## src/rtl/pe_row_collector_pkg.sv

```systemverilog
// Shared constants for the PE row collector: parameter defaults
// and the controller state encoding.
package pe_row_collector_pkg;

    localparam int N_PE_DEF    = 8;
    localparam int W_DEF       = 32;
    localparam int TIMEOUT_DEF = 255;
    localparam int CNT_W       = 8;

    localparam logic [2:0] S_IDLE    = 3'd0;
    localparam logic [2:0] S_RUN     = 3'd1;
    localparam logic [2:0] S_CAPTURE = 3'd2;
    localparam logic [2:0] S_DRAIN   = 3'd3;
    localparam logic [2:0] S_CLEAR   = 3'd4;

endpackage

```

## src/rtl/pe_row_collector.sv

```systemverilog
// Runs one PE array row, snapshots its results and streams them
// out word by word over a valid/ready port.
module pe_row_collector
    import pe_row_collector_pkg::*;
#(
    parameter int N_PE    = N_PE_DEF,
    parameter int W       = W_DEF,
    parameter int TIMEOUT = TIMEOUT_DEF
) (
    input  logic            clk,
    input  logic            rst,
    input  logic            start,
    output logic            pe_en,
    input  logic [N_PE*W-1:0] c_in,
    input  logic [N_PE-1:0] fin_in,
    output logic [W-1:0]    out_data,
    output logic            out_valid,
    input  logic            out_ready,
    output logic            out_last,
    output logic            busy,
    output logic            done,
    output logic            err
);

    localparam int IW = (N_PE > 1) ? $clog2(N_PE) : 1;
    localparam logic [CNT_W-1:0] TMO = CNT_W'(TIMEOUT);
    localparam logic [IW-1:0] LAST = IW'(N_PE - 1);

    logic [2:0]       state_q, state_d;
    logic [CNT_W-1:0] cnt_q, cnt_d;
    logic [IW-1:0]    idx_q, idx_d;
    logic             fin_q, fin_d;
    logic             err_q, err_d;
    logic             done_q, done_d;
    logic             cap;
    logic [W-1:0]     buf_q [N_PE];

    always_comb begin
        state_d = state_q;
        cnt_d   = cnt_q;
        idx_d   = idx_q;
        fin_d   = fin_q;
        err_d   = err_q;
        done_d  = 1'b0;
        cap     = 1'b0;
        unique case (state_q)
            S_IDLE: begin
                if (start) begin
                    state_d = S_RUN;
                    cnt_d   = '0;
                    fin_d   = 1'b0;
                    err_d   = 1'b0;
                end
            end
            S_RUN: begin
                // fin_q is the registered detect of all PEs finished
                cnt_d = cnt_q + CNT_W'(1);
                fin_d = &fin_in;
                if (fin_q) begin
                    state_d = S_CAPTURE;
                end else if (cnt_d == TMO && !(&fin_in)) begin
                    err_d   = 1'b1;
                    state_d = S_CLEAR;
                end
            end
            S_CAPTURE: begin
                cap     = 1'b1;
                idx_d   = '0;
                state_d = S_DRAIN;
            end
            S_DRAIN: begin
                if (out_ready) begin
                    if (idx_q == LAST) begin
                        idx_d   = '0;
                        state_d = S_CLEAR;
                    end else begin
                        idx_d = idx_q + IW'(1);
                    end
                end
            end
            S_CLEAR: begin
                done_d  = 1'b1;
                state_d = S_IDLE;
            end
            default: state_d = S_IDLE;
        endcase
    end

    always_ff @(posedge clk or negedge rst) begin
        if (!rst) begin
            state_q <= S_IDLE;
            cnt_q   <= '0;
            idx_q   <= '0;
            fin_q   <= 1'b0;
            err_q   <= 1'b0;
            done_q  <= 1'b0;
        end else begin
            state_q <= state_d;
            cnt_q   <= cnt_d;
            idx_q   <= idx_d;
            fin_q   <= fin_d;
            err_q   <= err_d;
            done_q  <= done_d;
        end
    end

    always_ff @(posedge clk or negedge rst) begin
        if (!rst) begin
            for (int k = 0; k < N_PE; k++) buf_q[k] <= '0;
        end else if (cap) begin
            for (int k = 0; k < N_PE; k++) buf_q[k] <= c_in[k*W +: W];
        end
    end

    assign pe_en     = (state_q == S_RUN) || (state_q == S_CAPTURE);
    assign busy      = (state_q != S_IDLE);
    assign out_valid = (state_q == S_DRAIN);
    assign out_last  = out_valid && (idx_q == LAST);
    assign out_data  = out_valid ? buf_q[idx_q] : '0;
    assign done      = done_q;
    assign err       = err_q;

endmodule

```

## config.mk

```make
export PLATFORM = sky130hd
export DESIGN_NAME = pe_row_collector
export DESIGN_NICKNAME = d
export VERILOG_FILES = /design/src/rtl/pe_row_collector_pkg.sv /design/src/rtl/pe_row_collector.sv
export SDC_FILE = /design/constraint.sdc
export NUM_CORES = 1
export LEC_CHECK = 0
export ABC_CLOCK_PERIOD_IN_PS = 5250
export CAP_MARGIN = 5
export CORE_MARGIN = 1.5
export CORE_UTILIZATION = 53
export DETAILED_ROUTE_END_ITERATION = 16
export PLACE_DENSITY_LB_ADDON = 0.12
export SLEW_MARGIN = 5
export SYNTH_ARGS = -nofsm -noshare
export SYNTH_HDL_FRONTEND = slang
export SYNTH_SLANG_ARGS = --single-unit
export TNS_END_PERCENT = 100
```

## constraint.sdc

```tcl
create_clock -name clk -period 5.25 [get_ports clk]
set_clock_uncertainty 0.2 [all_clocks]
set_input_delay 1.05 -clock clk [delete_from_list [all_inputs] [get_ports clk]]
set_output_delay 1.05 -clock clk [all_outputs]
set_load 0.01 [all_outputs]
```

**Run 1: routing congestion**

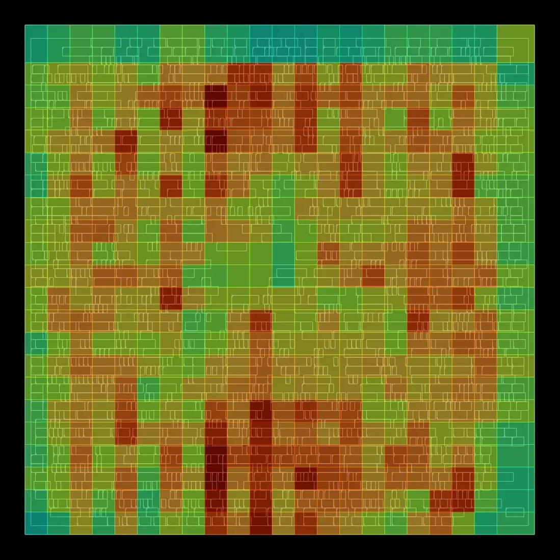
WL per Instance: 16.9 µm
met2 Usage GRT: 45.3%

**Run 1: routed metal, one color a layer**

Drawn at 2 px/µm.
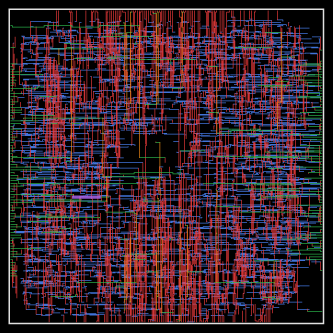
Key: green = metal 3 [wire length 2,040 µm]; red = metal 2 [wire length 15,800 µm]; orange = metal 4 [wire length 924 µm]; blue = metal 1 [wire length 14,000 µm]; purple = metal 5 [wire length 12.9 µm]
GRT Total Usage: 27.7%
via count: 10.0k
final wirelength: 32,800 µm

**Run 1: routed clock nets over the placement**

Drawn at 2 px/µm.
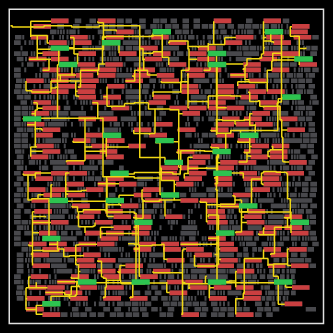
Key: red = flip-flops [count 273]; yellow = clock wires [length 3,290 µm]; green = clock drivers [count 30]
There are 31 routed clock nets.

**Run 1: M4 wires**

Drawn at 2 px/µm.
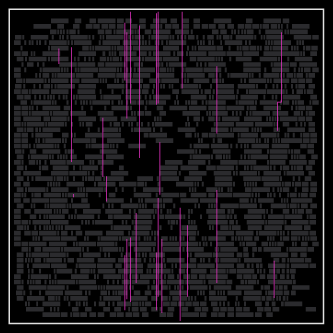
The longest straight run is 66.0 µm. The layer holds 2.8% of the routed length.

==> results_dict.tcl, run 1 <==
# collected from the flow reports
set metrics [dict create \
    outcome "finished, final reports clean" \
    rows 55 \
    critical_path_buf_inv_count 2 \
    pwr-share-clk_pct 24.0 \
    overflow 0 \
    viasPerCell 5.17 \
    top_cells_by_count "781 x nand2_1, 273 x dfrtp_1, 64 x mux4_2, 58 x buf_2, 38 x nor2_1" \
    synthFlopType "dfrtp_1" \
    synthArstFlopShare_pct 100 \
    dp_slack_ns 1.31 \
    ir_drop_mv 0.340 \
    layoutNonFillerInstCount 1933 \
    cts_buffers 30 \
    synthTopCellsByArea "dfrtp_1 55%, nand2_1 23%, mux4_2 12%, mux2i_1 2.6%, buf_2 2.3%" \
    setup_viol 0 \
    hold_class "in2async" \
    path_class "reg2out" \
    clkLatencyLatePin_ns 0.54 \
    yosys.cell_count.top_type "nand2_1" \
    grt_pass1_wl_um 53200 \
    area_growth_syn_to_layout_pct 34.0 \
    yosysChipArea_um2 12500 \
    setup_slack_ns 0.777 \
    startpoint_type "flip-flop" \
    core_um2 22800 \
    dieHeight_um 156 \
    p_switching_mw 3.04 \
    clockBufferDepth 3 \
    cts.sinks 273 \
]
[run 1: metal layers]
| layer | up-vias | global-route usage [%] | wire (µm) |
|---|---|---|---|
| met4 | 2 | 8.84 | 923 |
| li1 | 4771 | - | - |
| met2 | 345 | 45.3 | 15800 |
| met3 | 59 | 4.90 | 2040 |
| met5 | - | 0 | 12 |
| met1 | 4826 | 38.1 | 14000 |
[run 1: power groups by stage]
stage               sequential [mW]  clock (mW)  combinational [mW]
finish                         3.82        2.19                3.10
global route                   3.95        2.31                3.49
floorplan                      3.48           0                2.39
global placement               3.81           0                2.97
CTS                            3.82        2.21                3.13
detailed placement             3.83           0                3.10
[run 1: kinds of logic after synthesis]
| group | count (synthesis) | share of synthesized area (%) |
|---|---|---|
| AND-OR/OR-AND | 25 | 1.34 |
| XOR/XNOR | 2 | 0.140 |
| adder cells (fa/ha/maj) | 4 | 0.401 |
| buffers and inverters | 87 | 3.20 |
| flip-flops | 273 | 54.8 |
| multiplexers | 96 | 14.1 |
| AND/OR/NAND/NOR | 844 | 26.0 |
[run 1: layout make-up]
type / count / area (µm²) / area share [%]
Timing Repair Buffer: 315 / 3170 / 19.0
Tap cell: 313 / 392 / 2.34
Inverter: 4 / 15.0 / 0.0898
Sequential cell: 273 / 6840 / 40.9
Antenna cell: 5 / 12.5 / 0.0748
Multi-Input combinational cell: 971 / 5250 / 31.4
Clock buffer: 39 / 855 / 5.11
Clock inverter: 13 / 185 / 1.11
[run 1: layout by cell type, fill, tap and decap left out, types with 4 or more instances in the layout]
master and n:
clkinv_2 5, clkdlybuf4s50_1 304, clkbuf_8 7, nor2_1 38, mux2i_1 32, nand3_1 7, o21ai_0 7, buf_4 7
diode_2 5, dfrtp_1 270, nand2_1 781, bufinv_16 4, inv_1 4, clkbuf_16 30, ha_1 4, mux4_2 64
[run 1: sequential cells by signal (all words and copies together), names as in the netlist]
register / flops
buf_q: 256
cnt_q: 8
idx_q: 3
state_q: 3
done: 1
err: 1
fin_q: 1
[run 1: worst reg2reg max path, stage by stage (launching register included)]
cell and delay, ns:
dfrtp_1 0.48, nand3b_1 0.80, inv_1 0.38, nand2_1 0.17, nand3_1 0.11, o31ai_1 0.10
[run 1: final timing paths]
kind / slack, ns / startpoint / endpoint / depth (start not counted)
worst max-delay path: 0.78 / idx_q[0]$_DFFE_PN0P_ / out_data[12] / 5
worst min-delay path: 0.22 / rst / cnt_q[6]$_DFFE_PN0P_ / 1
worst max register to register: 2.85 / state_q[2]$_DFFE_PN0P_ / idx_q[0]$_DFFE_PN0P_ / 5
worst min register to register: 0.27 / buf_q[150]$_DFFE_PN0P_ / buf_q[150]$_DFFE_PN0P_ / 2
max in group asynchronous: 3.39 / rst / buf_q[176]$_DFFE_PN0P_ / 2
min in group clk: 0.27 / buf_q[150]$_DFFE_PN0P_ / buf_q[150]$_DFFE_PN0P_ / 2
**Run 1: zoomed window**

Region (107, 29) to (127, 49) µm. Cells in gray, sequential cells in the stronger gray; small squares are vias.
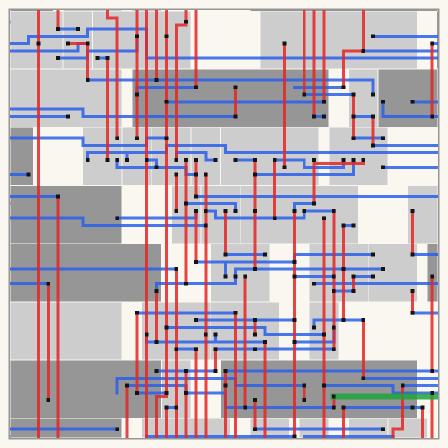

==> run 2: changes to the inputs <==
--- a/config.mk
+++ b/config.mk
@@ -10,6 +10,7 @@
 export CORE_MARGIN = 1.5
 export CORE_UTILIZATION = 53
 export DETAILED_ROUTE_END_ITERATION = 16
+export DONT_BUFFER_PORTS = 1
 export PLACE_DENSITY_LB_ADDON = 0.12
 export SLEW_MARGIN = 5
 export SYNTH_ARGS = -nofsm -noshare
**Run 2: zoomed window**

Region (107, 29) to (127, 49) µm. Cells in gray, sequential cells in the stronger gray; small squares are vias.
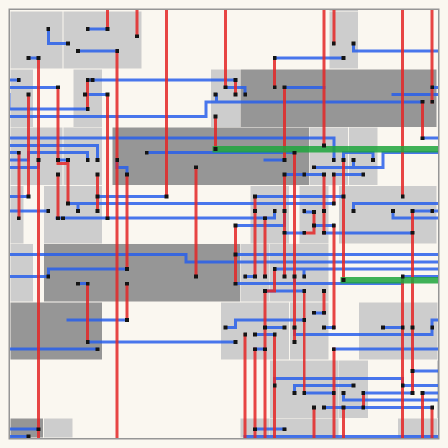
Key: green = metal 3; red = metal 2; blue = metal 1
Netlist names of flops here include state_q (2), buf_q (1). 23 logic cells have their middle in the window. Sequential cells in the window: 3. Most frequent: nand2_1 (5), nand3_1 (3), dfrtp_1 (3).

==> run 2 against run 1 <==
Global-route usage fell by 3.3 points. Non-clock buffer count fell by 304. Flip-flop count did not move. Synthesized cell count did not move. Sequential power fell by 1%. Sequential share of layout area rose by 9.4 points. Largest cell class unchanged. Clock-buffer cell count rose by 6. Setup slack improved by 0.39 ns. Die size did not move. Critical path depth fell by 1. Final area fell by 19%. Routed wire length fell by 9.6%.
==> results_dict.tcl, run 2 <==
# collected from the flow reports
set metrics [dict create \
    synthTopCellsByArea "dfrtp_1 55%, nand2_1 23%, mux4_2 12%, mux2i_1 2.6%, buf_2 2.3%" \
    path_class "reg2out" \
    grt_pass1_wl_um 46400 \
    synthFlopType "dfrtp_1" \
    regToRegStartpoint "state_q[1]$_DFFE_PN0P_" \
    logic_area_um2 5250 \
    rrSetupSlack_ns 2.63 \
    yosys.cell_count.top_type "nand2_1" \
    largestRegisters "buf_q x256, cnt_q x8" \
    yosysChipArea_um2 12500 \
    hold_class "in2async" \
    layout_top_cell "nand2_1" \
    cts.sinks 273 \
    largest_register "buf_q" \
    cts_buffers 30 \
    largest_reg_flops 256 \
    core_um2 22800 \
    rr_endpoint "buf_q[197]$_DFFE_PN0P_" \
    outcome "finished, final reports clean" \
    rows 55 \
    setup_slack_ns 1.16 \
]
## run 2: cell types whose count changed in the layout (fill, tap and decap cells not counted), moves of 2 or more
| cell | previous run | this run |
|---|---|---|
| clkdlybuf4s50_1 | 304 | 0 |
| clkinvlp_4 | 2 | 0 |
| clkbuf_1 | 2 | 7 |
| bufinv_16 | 4 | 1 |
| diode_2 | 5 | 1 |
## run 2: power breakdown
| part | internal, mW | switching [mW] |
|---|---|---|
| Clock | 1.21 | 0.846 |
| Sequential | 3.11 | 0.669 |
| Combinational | 1.30 | 1.38 |
## run 2: layout make-up
type,count,share of cell area (%)
inverter,4,0.111
tap,313,2.88
timing repair buffer,11,0.811
sequential,273,50.3
clock inverter,9,0.626
multi-input combinational,971,38.7
antenna,1,0.0184
clock buffer,45,6.53
## run 2: routing by layer
layer	wire length [µm]	vias up	global-route usage (%)
li1	-	4169	-
met1	12600	4171	32.9
met2	13700	259	38.3
met3	2430	56	7.09
met4	884	0	7.62
met5	0	-	0
## run 2: how the worst max path moves through the flow
stage | startpoint | end | slack (ns) | cells past startpoint
after floorplan | idx_q[0]$_DFFE_PN0P_ | out_data[25] | 2.35 | 5
after global placement | idx_q[0]$_DFFE_PN0P_ | out_data[0] | 1.69 | 4
after detailed placement | idx_q[0]$_DFFE_PN0P_ | out_data[0] | 1.66 | 4
after CTS | idx_q[0]$_DFFE_PN0P_ | out_data[0] | 1.07 | 4
after global routing | idx_q[0]$_DFFE_PN0P_ | out_data[0] | 0.92 | 4
final | idx_q[0]$_DFFE_PN0P_ | out_data[0] | 1.16 | 4
## run 2: kinds of logic after synthesis
logic type | share of synthesized area [%]
xor gates and xnor gates | 0.140
AOI/OAI and AO/OA | 1.34
muxes | 14.1
buffers and inverters | 3.20
adders and majority gates | 0.401
DFF | 54.8
and+or+nand+nor | 26.0
## run 2: metrics by stage
stage | hold slack (ns) | cell area (µm²)
CTS | -0.0283 | 13600
floorplan | 0.240 | 12500
global placement | 0.254 | 12600
detailed placement | 0.257 | 12600
finish | 0.00774 | 13600
global route | -0.0152 | 13600
Power is estimated from default activity; no workload was simulated.
